### Gate-type map, run 1

Scale bar: 20 um.
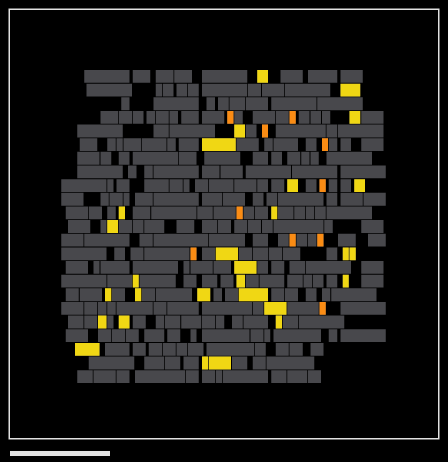
### Cell classes on the final placement, run 1

Scale bar: 20 um. Fill, decap, tap and diode cells in grey.
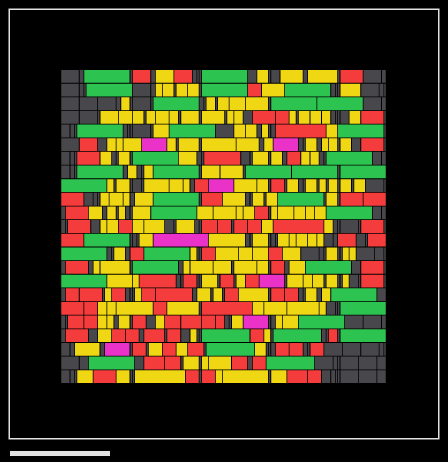
### Cell outlines without signal wires, run 1

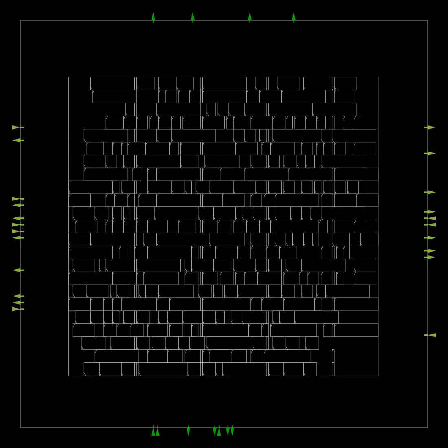
### Signal wires by layer, run 1

Scale bar: 20 um.
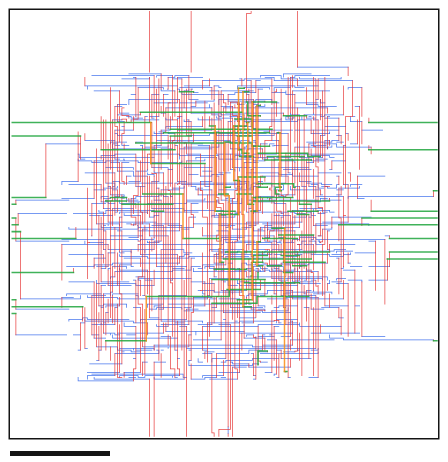
[config.mk]
export PLATFORM = sky130hd
export DESIGN_NAME = demux16_collector
export DESIGN_NICKNAME = d
export VERILOG_FILES = /design/src/rtl/demux16_pkg.sv /design/src/rtl/demux16_collector.sv
export SDC_FILE = /design/constraint.sdc
export NUM_CORES = 1
export LEC_CHECK = 0
export ABC_CLOCK_PERIOD_IN_PS = 1800
export CAP_MARGIN = 10
export CORE_MARGIN = 10
export CORE_UTILIZATION = 50
export CTS_BUF_LIST = sky130_fd_sc_hd__clkbuf_2 sky130_fd_sc_hd__clkbuf_4 sky130_fd_sc_hd__clkbuf_8
export CTS_CLUSTER_DIAMETER = 60
export DETAILED_ROUTE_END_ITERATION = 10
export PLACE_DENSITY = 0.86
export SETUP_SLACK_MARGIN = 0.2
export SYNTH_ARGS = -nofsm -noshare
export SYNTH_HDL_FRONTEND = slang
export SYNTH_SLANG_ARGS = --single-unit
[constraint.sdc]
create_clock -name clk -period 1.8 [get_ports clk]
set_input_delay 0.36 -clock clk [delete_from_list [all_inputs] [get_ports clk]]
set_output_delay 0.36 -clock clk [all_outputs]
set_load 0.01 [all_outputs]
[src/rtl/demux16_pkg.sv]
// Shared parameters and FSM state type for the serial-to-parallel 1:WIDTH collector.
package demux16_pkg;

    localparam int WIDTH_DEF = 16;
    localparam int SEL_W_DEF = $clog2(WIDTH_DEF);

    typedef enum logic {
        COLLECT = 1'b0,
        HOLD    = 1'b1
    } state_e;

endpackage

[src/rtl/demux16_collector.sv]
// Serial-to-parallel demultiplexer: one bit per handshake into an assembly register,
// completed words presented on a valid/ready output with one word of skid storage.
module demux16_collector
    import demux16_pkg::*;
#(
    parameter int WIDTH = WIDTH_DEF,
    parameter int SEL_W = $clog2(WIDTH)
) (
    input  logic             clk,
    input  logic             rst_n,
    input  logic             clr,
    input  logic             in,
    input  logic             in_valid,
    output logic             in_ready,
    input  logic             sel_en,
    input  logic [SEL_W-1:0] sel,
    output logic [WIDTH-1:0] out,
    output logic             out_valid,
    input  logic             out_ready,
    output logic [SEL_W-1:0] bit_cnt
);

    state_e           state_q, state_d;
    logic [WIDTH-1:0] asm_q, asm_d, asm_next;
    logic [WIDTH-1:0] out_q, out_d;
    logic [SEL_W-1:0] cnt_q, cnt_d, idx;
    logic             out_valid_q, out_valid_d;
    logic             acc, last, slot_free;

    assign in_ready  = rst_n && (state_q == COLLECT);
    assign acc       = in_valid && in_ready;
    assign idx       = sel_en ? sel : cnt_q;
    assign last      = (cnt_q == SEL_W'(WIDTH - 1));
    assign slot_free = !out_valid_q || out_ready;

    always_comb begin
        asm_next      = asm_q;
        asm_next[idx] = in;
    end

    // The output word drops at a consuming edge unless a new word is loaded at that same edge.
    always_comb begin
        state_d     = state_q;
        asm_d       = asm_q;
        cnt_d       = cnt_q;
        out_d       = out_q;
        out_valid_d = out_valid_q && !out_ready;
        if (clr) begin
            asm_d   = '0;
            cnt_d   = '0;
            state_d = COLLECT;
        end else begin
            case (state_q)
                COLLECT: begin
                    if (acc) begin
                        cnt_d = cnt_q + 1'b1;
                        if (!last) begin
                            asm_d = asm_next;
                        end else if (slot_free) begin
                            out_d       = asm_next;
                            out_valid_d = 1'b1;
                            asm_d       = '0;
                        end else begin
                            asm_d   = asm_next;
                            state_d = HOLD;
                        end
                    end
                end
                HOLD: begin
                    if (out_ready) begin
                        out_d       = asm_q;
                        out_valid_d = 1'b1;
                        asm_d       = '0;
                        state_d     = COLLECT;
                    end
                end
                default: state_d = COLLECT;
            endcase
        end
    end

    always_ff @(posedge clk or negedge rst_n) begin
        if (!rst_n) begin
            state_q     <= COLLECT;
            asm_q       <= '0;
            cnt_q       <= '0;
            out_q       <= '0;
            out_valid_q <= 1'b0;
        end else begin
            state_q     <= state_d;
            asm_q       <= asm_d;
            cnt_q       <= cnt_d;
            out_q       <= out_d;
            out_valid_q <= out_valid_d;
        end
    end

    assign out       = out_q;
    assign out_valid = out_valid_q;
    assign bit_cnt   = cnt_q;

endmodule

==> results_dict.tcl, run 1 <==
# flow metrics
set metrics [dict create \
    io_buffers 32 \
    arrival_ns 1.93 \
    p_comb_share_pct 15.1 \
    comb_area_um2 1266 \
    slew_viol_final 0 \
    r2r-end "out[14]$_DFFE_PN0P_" \
    critPathSlowestCell "dfrtp_1" \
    cts_sinks 38 \
    power_frac_seq_pct 45.6 \
    worst_pin_slew_ns 0.3739 \
    crit_top_cell "buf_6" \
    drv_cap 0 \
    drc 0 \
    status "finished, final reports clean" \
    cts-resized-gates 26 \
    grt_overflow 0 \
    inverters 10 \
    nNetsFinal 312 \
    ys.flop_type "dfrtp_1" \
    logic_gates 161 \
    seq_power_mw 0.879 \
    syn_inst 222 \
    top_cell "dfrtp_1" \
    cp-startpoint "out_valid$_DFF_PN0_" \
    yosys-stat-area_um2 2133 \
    log.warning_count 29 \
    critPathCaptureType "flip-flop" \
    synth_sequential_area_ratio_pct 44.57 \
    firstDrtPassIters 7 \
    cts_tree "yes" \
    hold_buffers 0 \
    avgSynthCellArea_um2 9.609 \
    synth_warnings 0 \
    ir_drop_v 0.0005063 \
    final_antenna_net_count 0 \
    comb_cell_power_mw 0.292 \
    clkTransAtPathRegs_ns 0.08 \
    final-nonclk-buf-share_pct 26.04 \
    die-area_um2 7280 \
    antenna_found_initial 0 \
    grt_pass1_vias 2205 \
    dominant_cells "combinational gates" \
    synth_flop_count 38 \
    largest_area_cell "dfrtp_1" \
    dpl.cell_count 327 \
    synthTopCellsByArea "dfrtp_1 45%, o22ai_1 6.2%, nand2b_1 3.5%" \
    synthesis.area_um2 2133 \
    report.power.total_mw 1.930 \
    drive_above_1_share_pct 37.00 \
    fin_area_um2 3292 \
    cp_max_fo 8 \
    synthArstFlopShare_pct 100.0 \
    finalHoldViolCount 0 \
    ys_types 40 \
    worstPathCellList "nor2b_4, buf_6, o41ai_4, buf_6, buf_12, buf_16, nor2_2, a31oi_1" \
    cts_post_setup_buffers_inserted 7 \
    initial_core_util_pct 52.57 \
    p_switching_mw 0.4883 \
    clkCellAreaFrac_pct 3.421 \
    r2r_start "out_valid$_DFF_PN0_" \
    worstSkewPairLatency_ns 0.30 \
    power_frac_clock_pct 39.3 \
    ys_cells 222 \
    worstSetupPathType "reg2reg" \
    area_growth_pct 54.31 \
    worstSetupStartpointType "flip-flop" \
    fin_crit_sh_pct 94.73 \
    clkbuf_count 6 \
    required_ns 2.02 \
    crit_path_end "out[14]$_DFFE_PN0P_" \
    clk-power_mw 0.759 \
    maxSlewHeadroom_pct 75.07 \
    io-pin-count 33 \
    routed_wirelength_um 7650 \
    edf_count 0 \
    holdCritPathClass "in2async" \
    fin_skew_ns 0.005461 \
    htree_num_levels 2 \
    power.density_nw_per_um2 586.2 \
    die_h_um 85.32 \
    reg2regPathDepth 8 \
    ff2ff_setup_slack_ns 0.09 \
    seq_area_um2 955.9 \
    p_leak_nw 1.725 \
    critPathMaxStageDelay_ns 0.40 \
    place_congestion 0.9854 \
    buffers_excl_clock 84 \
    clk_path_buf_depth 2 \
    postPlaceCellArea_um2 2750 \
    ys_top_cells_by_count "38 x dfrtp_1, 21 x o22ai_1, 16 x nor2_1" \
    antenna_cells 0 \
    vias_per_cell 6.557 \
    post-route-min-period_ns 1.705 \
    clock-root-buffer "clkbuf_8" \
    numCtsBuffers 5 \
    route.detailed.wl_per_inst_um 21.86 \
    max_freq_mhz 586.5 \
    intPower_mw 1.442 \
    yosys.area.top_type_share_pct 44.57 \
    drt_iter0_markers 387 \
    grt_pass1_wl_um 11500 \
    synthesis.nets 234 \
    rsz0062_at_grt "yes" \
    grt_max_degree 28 \
    hpwl_um 4202 \
    sw_frac_of_total_pct 25.30 \
    die_w_um 85.32 \
    finalSetupViolCount 0 \
    fin_hold_ws_ns 0.05190 \
    maxPowerGroup "registers" \
]
-- 'Gate-type map' (at the start) --
Key: orange = inv cells [cells 10]; yellow = nor cells [cells 28]
Comb area share: 38.46%
Layout Cells excl Fill: 350
dominant logic cell type in the layout: buf_4

-- 'Cell classes on the final placement' (at the start) --
Key: magenta = clock drivers and dummy loads [cells 7]; red = remaining buffers and delay cells [cells 84]; green = sequential cells [cells 38]; yellow = combinational and other logic [cells 171]
Final Core Density: 81.13%
Core ar.: 4058 um^2

-- 'Cell outlines without signal wires' (at the start) --
fill cell count: 228
placement row count: 23
flop share of the area: 29.04%
flip-flops: 38
Tap Count: 50

-- 'Signal wires by layer' (at the start) --
Key: blue = metal 1 [wire length 3040 um]; orange = metal 4 [wire length 276 um]; red = metal 2 [wire length 3670 um]; green = metal 3 [wire length 666 um]
vias: 2295
Tot GR Track Use: 19.55%

-- run 1: flip-flops by register name, indices dropped and copies added (netlist names) --
| signal | cells |
|---|---|
| asm_q | 16 |
| bit_cnt | 4 |
| out | 16 |
| out_valid | 1 |
| state_q | 1 |
-- run 1: kinds of logic after synthesis --
kind of cell / count (synthesis) / share of synthesized area [%]
buf+inv: 23 / 5.454
flops: 38 / 44.57
fa+ha+maj: 1 / 0.5864
simple gates: 74 / 20.12
compound gates: 76 / 24.75
xor+xnor: 3 / 1.232
mux: 7 / 3.285
-- run 1: per-layer routing --
layer	vias to the layer above	wire [um]	GRT usage [%]
li1	974	-	-
met1	1135	3036	22.23
met2	149	3672	31.88
met3	37	665	5.927
met4	0	276	10.78
met5	-	0	0
-- run 1: placed cells by master, fill, tap and decap left out, types with 6 or more instances in the layout --
master / n
a31oi_1: 10
o211ai_1: 6
dlymetal6s2s_1: 19
nand2b_1: 11
o22ai_2: 10
o22ai_1: 14
nand2_1: 12
nor2_1: 10
dfrtp_1: 34
mux2i_1: 6
buf_4: 41
dlygate4sd2_1: 6
o21ai_0: 12
inv_1: 10
clkbuf_8: 6
a21oi_1: 7
-- run 1: worst max-delay path: cells and delay by family (launching register included) --
| family | cells | cell delay (ns) |
|---|---|---|
| compound gates | 2 | 0.49 |
| simple gates | 2 | 0.19 |
| buf+inv | 4 | 0.54 |
| flops | 1 | 0.40 |
-- run 1: through the flow --
| step | utilization, % | worst slack [ns] | TNS, ns |
|---|---|---|---|
| 3_5_place_dp | 67.78 | -0.3265 | -7.761 |
| 6_report | 81.13 | 0.09483 | 0 |
| 2_1_floorplan | - | 0.1614 | 0 |
| 3_3_place_gp | 67.78 | -0.2398 | -6.168 |
| 4_1_cts | 75.42 | 0.1329 | 0 |
| 5_1_grt | 81.13 | 0.03681 | 0 |
==> run 2, diff against run 1 <==
--- a/config.mk
+++ b/config.mk
@@ -5,6 +5,7 @@
 export SDC_FILE = /design/constraint.sdc
 export NUM_CORES = 1
 export LEC_CHECK = 0
+export ABC_AREA = 1
 export ABC_CLOCK_PERIOD_IN_PS = 1800
 export CAP_MARGIN = 10
 export CORE_MARGIN = 10
@@ -12,7 +13,7 @@
 export CTS_BUF_LIST = sky130_fd_sc_hd__clkbuf_2 sky130_fd_sc_hd__clkbuf_4 sky130_fd_sc_hd__clkbuf_8
 export CTS_CLUSTER_DIAMETER = 60
 export DETAILED_ROUTE_END_ITERATION = 10
-export PLACE_DENSITY = 0.86
+export PLACE_DENSITY = 0.85
 export SETUP_SLACK_MARGIN = 0.2
 export SYNTH_ARGS = -nofsm -noshare
 export SYNTH_HDL_FRONTEND = slang
### Sequential cells grouped by signal name, run 2

Scale bar: 20 um. Other sequential cells in the stronger grey, the rest of the logic in the fainter grey.
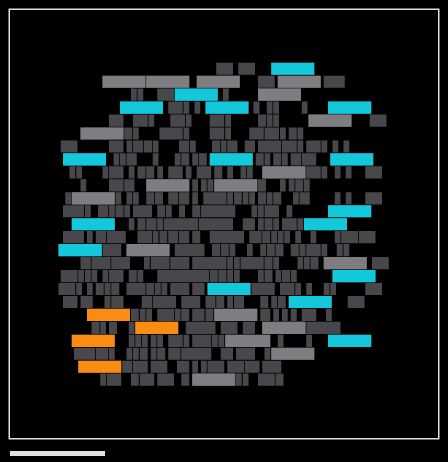
Key: orange = bit_cnt [flops 4, where south-west]; cyan = out [flops 16]
Another 18 sequential cells are not coloured.

==> run 2 against run 1 <==
Sequential power up 4.9%. Non-clock buffer count decreased by 37. Wire length fell by 22%. Fmax is 5.1% higher. Combinational power increased by about 40%. Register-to-register slack improved by 0.21 ns. Design area decreased by 7.3%. Sequential cell count did not move. Synthesized cell count is 42% higher. Via count down 4.9%. Count of clock-buffer cells in the layout unchanged. Highest routed layer unchanged. Largest cell class unchanged. Critical endpoint is now out_valid.
==> results_dict.tcl, run 2 <==
# flow metrics
set metrics [dict create \
    worstSetupPathType "reg2out" \
    critPathTopFamily "buffers and inverters" \
    critPathCaptureType "primary output" \
    required_ns 1.44 \
    cts-resized-gates 8 \
    cts_sinks 38 \
    post-place-ws_ns -0.1607 \
    holdCritPathClass "in2async" \
    synthesis.nets 328 \
    cp_max_fo 3 \
    worstPathCellList "clkdlybuf4s50_1" \
    yosys.area.top_type_share_pct 38.97 \
    vias_per_cell 5.110 \
    initial_core_util_pct 51.66 \
    comb_area_um2 1282 \
    die_h_um 89.86 \
    drv_cap 0 \
    worstSetupStartpointType "flip-flop" \
    ys.flop_type "dfrtp_1" \
    report.power.total_mw 2.083 \
    crit_buf_inv 1 \
    log.warning_count 27 \
    die-area_um2 8074 \
    yosys-stat-area_um2 2440 \
    rsz0062_at_grt "yes" \
    drt_iter0_markers 171 \
    maxSlewHeadroom_pct 66.32 \
    clkTransAtPathRegs_ns 0.07 \
    ir_drop_v 0.0003757 \
    slew_viol_final 0 \
    synth_flop_count 38 \
    post-route-min-period_ns 1.623 \
    grt_pass1_wl_um 10320 \
    worstSkewPairLatency_ns 0.29 \
    cts_post_setup_buffers_inserted 0 \
    edf_count 0 \
    clk_path_buf_depth 2 \
    drc 0 \
    avgSynthCellArea_um2 7.721 \
    synth_sequential_area_ratio_pct 38.97 \
    seq_area_um2 952.2 \
    core_area_um2 4723 \
    ys_top_cells_by_count "114 x nand2_1, 38 x dfrtp_1, 35 x nand3_1" \
    power.density_nw_per_um2 682.2 \
    finalHoldViolCount 0 \
    antenna_found_initial 0 \
    route.detailed.wl_per_inst_um 13.96 \
    antenna_cells 0 \
    max_freq_mhz 616.3 \
    largest_area_cell "dfrtp_1" \
    routed_wirelength_um 5960 \
    top_cell "nand2_1" \
    arrival_ns 1.26 \
    io_buffers 32 \
    synthesis.area_um2 2440 \
    instances_no_fill 427 \
    rows 25 \
    vias 2182 \
    critPathMaxStageDelay_ns 0.56 \
    final_util_pct 64.64 \
    nNetsFinal 372 \
    io-pin-count 33 \
    final_antenna_net_count 0 \
    fin_setup_tns_ns 0 \
    grt_overflow 0 \
    dpl.cell_count 420 \
    hold_buffers 0 \
    clock-root-buffer "clkbuf_8" \
    ys_cells 316 \
    grt_max_degree 39 \
    htree_num_levels 2 \
    final.fill_count 393 \
    synthTopCellsByArea "dfrtp_1 39%, nand2_1 18%, nand3_1 7.2%" \
    firstDrtPassIters 4 \
    die_w_um 89.86 \
    layout_setup_ws_ns 0.1773 \
    status "finished, final reports clean" \
    cts_tree "yes" \
    numCtsBuffers 5 \
    grt_pass1_vias 2277 \
    syn_inst 316 \
    grt_usage_pct 14.96 \
    hpwl_um 4176 \
    ys_types 27 \
    p_leak_nw 1.567 \
    synth_warnings 0 \
    drive_above_1_share_pct 25.28 \
    fin_skew_ns 0.001669 \
    synthArstFlopShare_pct 100.0 \
    area_growth_pct 25.13 \
    fin_crit_sh_pct 90.15 \
    finalSetupViolCount 0 \
    place_congestion 0.7797 \
    final_cell_mix "113 x nand2_1, 37 x dfrtp_1, 34 x nand3_1" \
    critPathSlowestCell "clkdlybuf4s50_1" \
    worst_pin_slew_ns 0.5052 \
    mostFrequentLayoutCell "nand2_1" \
]
## run 2: path summary, 6_finish.rpt
check                                  startpoint                  end  slack (ns)  cells after the start
max in group asynchronous                   rst_n    state_q$_DFF_PN0_        1.29                      2
setup reg to reg           bit_cnt[0]$_DFFE_PN0P_   out[1]$_DFFE_PN0P_        0.30                     10
hold / removal                              rst_n  out_valid$_DFF_PN0_        0.14                      2
hold reg to reg                out[8]$_DFFE_PN0P_   out[8]$_DFFE_PN0P_        0.48                      2
setup / recovery              out_valid$_DFF_PN0_            out_valid        0.18                      1
min in group clk               out[8]$_DFFE_PN0P_   out[8]$_DFFE_PN0P_        0.48                      2
## run 2: routing by layer
metal,GRT usage (%),vias up,share of wire (%)
met2,26.82,62,52
met5,0,-,0
li1,-,1085,-
met3,3.325,6,5.2
met4,5.703,0,1.3
met1,16.81,1029,42
## run 2: final cells by class
type / count / area share [%]
multi-input cells: 232 / 42.01
clock buffers: 6 / 2.705
well taps: 67 / 2.746
clock inverters: 1 / 0.9836
inverters: 36 / 4.590
repair buffers: 47 / 15.78
flip-flops and latches: 38 / 31.19
## run 2: cells by family (layout without fill, tap and decap cells)
kind of cell	count (synthesis)	count (layout)	share of synthesized area, %
adders and majority gates	1	1	0.5127
AOI/OAI and AO/OA	46	46	13.28
DFF	38	38	38.97
and+or+nand+nor	185	185	38.15
buffers and inverters	46	90	9.076
## run 2: power by group
part	internal (mW)	leakage [nW]	switching (mW)
clock	0.443	0.0573	0.307
combinational	0.164	1.01	0.246
sequential	0.898	0.504	0.0243
## run 2: metrics by stage
| step | hold WS, ns | area, um^2 |
|---|---|---|
| global placement | 0.4614 | 2919 |
| floorplan | 0.06441 | 2440 |
| global route | 0.1861 | 3053 |
| CTS | 0.1593 | 3030 |
| detailed placement | 0.4641 | 2919 |
| finish | 0.1413 | 3053 |
Power is estimated from default activity; no workload was simulated.
